**Metal 2**

Scale: 3 px per µm. Cells faint in the background.
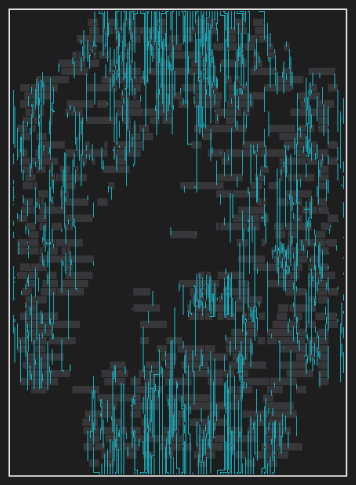
**Clock nets**

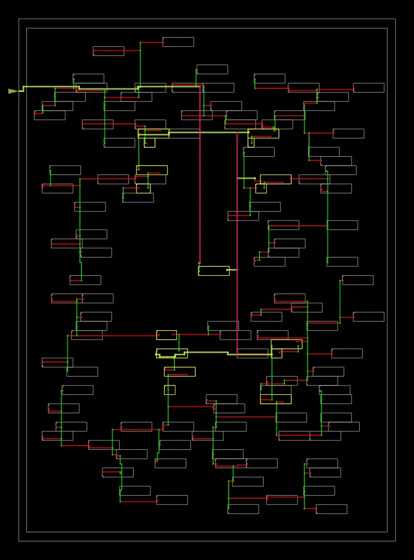
**src/rtl/lsu_wb_master.sv**
```systemverilog
// lsu_wb_master
//   Bridges a simple load/store request port onto a single-beat Wishbone
//   master. Each access goes IDLE -> BUS -> RESP. Store data has its unused
//   lanes zeroed, load data is sign- or zero-extended, and an access that sees
//   no ack within TIMEOUT bus cycles completes with rsp_err set.
//
// Ports
//   iClk, iRst            clock, asynchronous active-high reset
//   req_valid/req_ready   request handshake (ready only in IDLE)
//   req_we                1 = store, 0 = load
//   req_addr              byte address, passed through unaligned
//   req_width             00 byte, 01 half, 1x word
//   req_unsigned          zero-extend loads when set
//   req_wdata             store data
//   rsp_valid             one-cycle completion pulse
//   rsp_rdata             extended load data (0 for stores and timeouts)
//   rsp_err               timeout flag, qualified by rsp_valid
//   wb_*                  Wishbone master signals, all registered
module lsu_wb_master #(
  parameter int TIMEOUT = 16
) (
  input  logic        iClk,
  input  logic        iRst,
  input  logic        req_valid,
  output logic        req_ready,
  input  logic        req_we,
  input  logic [31:0] req_addr,
  input  logic [1:0]  req_width,
  input  logic        req_unsigned,
  input  logic [31:0] req_wdata,
  output logic        rsp_valid,
  output logic [31:0] rsp_rdata,
  output logic        rsp_err,
  output logic        wb_cyc,
  output logic        wb_stb,
  output logic        wb_we,
  output logic [31:0] wb_addr,
  output logic [1:0]  wb_width,
  output logic [31:0] wb_data_write,
  input  logic [31:0] wb_data_read,
  input  logic        wb_ack
);

  localparam logic [1:0] IDLE = 2'd0;
  localparam logic [1:0] BUS  = 2'd1;
  localparam logic [1:0] RESP = 2'd2;

  // TIMEOUT-1 is the largest value the counter ever holds.
  localparam int CNT_W = (TIMEOUT > 1) ? $clog2(TIMEOUT) : 1;
  localparam logic [CNT_W-1:0] CNT_LAST = CNT_W'(TIMEOUT - 1);

  logic [1:0]       state;
  logic [CNT_W-1:0] cnt;
  logic             unsigned_q;

  // Keep only the lanes the access width uses.
  function automatic logic [31:0] lane_mask(input logic [1:0] w, input logic [31:0] d);
    case (w)
      2'b00:   return {24'd0, d[7:0]};
      2'b01:   return {16'd0, d[15:0]};
      default: return d;
    endcase
  endfunction

  // Sign- or zero-extend the low lanes of the read data.
  function automatic logic [31:0] load_extend(input logic [1:0] w, input logic uns,
                                              input logic [31:0] d);
    logic signed [7:0]  b;
    logic signed [15:0] h;
    logic signed [31:0] s;
    b = d[7:0];
    h = d[15:0];
    s = '0;
    case (w)
      2'b00: begin
        s = b;
        return uns ? {24'd0, d[7:0]} : s;
      end
      2'b01: begin
        s = h;
        return uns ? {16'd0, d[15:0]} : s;
      end
      default: return d;
    endcase
  endfunction

  // Reset is folded in so ready stays low for the whole reset pulse.
  assign req_ready = (state == IDLE) && !iRst;

  always_ff @(posedge iClk or posedge iRst) begin
    if (iRst) begin
      state         <= IDLE;
      cnt           <= '0;
      unsigned_q    <= 1'b0;
      wb_cyc        <= 1'b0;
      wb_stb        <= 1'b0;
      wb_we         <= 1'b0;
      wb_addr       <= '0;
      wb_width      <= '0;
      wb_data_write <= '0;
      rsp_valid     <= 1'b0;
      rsp_err       <= 1'b0;
      rsp_rdata     <= '0;
    end else begin
      case (state)
        IDLE: begin
          rsp_valid <= 1'b0;
          if (req_valid) begin
            wb_cyc        <= 1'b1;
            wb_stb        <= 1'b1;
            wb_we         <= req_we;
            wb_addr       <= req_addr;
            wb_width      <= req_width;
            wb_data_write <= lane_mask(req_width, req_wdata);
            unsigned_q    <= req_unsigned;
            cnt           <= '0;
            state         <= BUS;
          end
        end
        BUS: begin
          // Ack is tested first so it wins over a same-edge timeout.
          if (wb_ack) begin
            wb_cyc    <= 1'b0;
            wb_stb    <= 1'b0;
            rsp_valid <= 1'b1;
            rsp_err   <= 1'b0;
            rsp_rdata <= wb_we ? 32'd0 : load_extend(wb_width, unsigned_q, wb_data_read);
            state     <= RESP;
          end else if (cnt == CNT_LAST) begin
            wb_cyc    <= 1'b0;
            wb_stb    <= 1'b0;
            rsp_valid <= 1'b1;
            rsp_err   <= 1'b1;
            rsp_rdata <= 32'd0;
            state     <= RESP;
          end else begin
            cnt <= cnt + CNT_W'(1);
          end
        end
        RESP: begin
          rsp_valid <= 1'b0;
          state     <= IDLE;
        end
        default: state <= IDLE;
      endcase
    end
  end

endmodule

```
**config.mk**
```make
export PLATFORM = sky130hd
export DESIGN_NAME = lsu_wb_master
export DESIGN_NICKNAME = d
export VERILOG_FILES = /design/src/rtl/lsu_wb_master.sv
export SDC_FILE = /design/constraint.sdc
export NUM_CORES = 1
export LEC_CHECK = 0
export CORE_ASPECT_RATIO = 1.4
export CORE_MARGIN = 2
export CORE_UTILIZATION = 28
export DETAILED_ROUTE_END_ITERATION = 7
export MAX_ROUTING_LAYER = met4
export PLACE_DENSITY = 0.57
export SLEW_MARGIN = 20
export SYNTH_ARGS = -nofsm -noshare
export SYNTH_HDL_FRONTEND = slang
export SYNTH_SLANG_ARGS = --single-unit
```
**constraint.sdc**
```tcl
create_clock -name iClk -period 5.2 [get_ports iClk]
set_input_delay 1.3 -clock iClk [delete_from_list [all_inputs] [get_ports iClk]]
set_output_delay 1.3 -clock iClk [all_outputs]
set_load 0.005 [all_outputs]
```
==> changes_impl.md <==
## Implementation

* Status: completed
* Comb/total area at 0.2338
* Worst slack, placed at 1422 ps
* Dominant kind of combinational cell: multiplexers
* Main synth FF type: dfrtp_1
* Cell Area, Synth at 4567 µm²
* Sequential fraction of total cell area at 0.3879
* Synth Area in Compound Gates at 0.1140
* Post-CTS Hold Buffers at 0
* Clock root buffer: clkbuf_16
* Initial drt markers at 107
* Layout cells sized above 1 at 0.1330
* Combinational Area at 1644 µm²
* Filler instances at 1,535
* Leak at 0.003109 µW
* Cells on Worst Hold Path at 2
* Inst Count DP at 732
* Die height at 155.1 µm
* PD cells at 496.7 nW/µm²
* Mean Syn Cell Area at 13.09 µm²
* Seq pwr share at 0.406
* VDD IR-drop max at 0.0002458 V
* CP Class: input port to output port
* Most frequent logic cell in the layout: clkdlybuf4s50_1
* Residual DRC at 0
* Via density at 4.508
* DP HPWL at 8633 µm
* Largest net degree at the start of global routing at 81
* Top cell area share at 0.5973
* Inverters, non-clock at 3
* Worst Reg-to-Reg Cells at 4
* Xor/xnor share at 0.001918
* Comb group at 1410 µW
* Worst EP arrival at 2520 ps
* H-tree levels at 3
* Count leader, synth: dfrtp_1
* Power Sequential at 1420 µW
* Post-synth EDFFs at 0
* Num CTS Buffers at 9
* Drt pass-1 iters at 4
* Final antenna-violating net count at 0
* Post-synth seq share at 0.5973
* Setup TNS at 0 ps
* YS chip area at 4567 µm²
* Post-CTS setup repair buffer count at 0
* Ys async rst share at 1.000
* Worst Tran Pin Value at 826.3 ps
* I/O Buffers at 207
* Dominant class by area: sequential cells
* Final count of negative-setup-slack endpoints at 0
* Leading power group: sequential cells
* Late-Pin Clk Latency at 350 ps
* Tap cells at 199
* DP Area at 6736 µm²
* MI comb cells at 210
* Min-Delay Path Class: register to register
* CTS clk-pin slew, worst paths at 70 ps
* Final Instance Area at 7032 µm²
* Wire length per cell at 15.83 µm
* Setup crit start: iRst
* Fp util at 0.2848
* All-Layer GR Usage at 0.1399
* Tot Pwr at 3493 µW
* Clock buffers at 9
* Basic Gates by Area at 0.08932
* Hold Path Sink: wb_data_write[30]
* Clock power share at 0.191
* Cells after Synth at 349
* Core ar. at 16,030 µm²
Back to the opening pictures, 'metal 2':
- main direction: vertical
- nets with wire on the layer: 578
met2 Usage GRT: 0.2364
Vias: 3,372
routed wire length: 11,840 µm

Back to the opening pictures, 'clock nets':
worst clock skew: 9.492 ps
Clock group: 666 µW

## kinds of logic (layout without fill, tap and decap cells)
family,Yosys count,after routing
AND-OR/OR-AND,74,74
AND/OR/NAND/NOR,87,87
XOR/XNOR,1,1
buffers and inverters,30,230
adder cells (fa/ha/maj),1,1
flip-flops,109,109
multiplexers,47,47
## critical path, stage by stage
cell and delay (ps):
clkdlybuf4s50_1 490, nor3_1 190, clkdlybuf4s50_1 530
## metal layers
metal  vias up  part of all wire  global-route usage
li1       1594                 -                   -
met1      1649              0.41              0.1670
met3         8             0.057             0.03389
met2       121              0.52              0.2364
met4         0             0.013             0.04065
met5         -                 0                   -
## flip-flops by register name, indices dropped and copies added, names as in the netlist, 2 cells and up
register / count
wb_addr: 32
cnt: 4
wb_data_write: 32
wb_width: 2
state: 2
rsp_rdata: 32
Power is estimated from default activity; no workload was simulated.
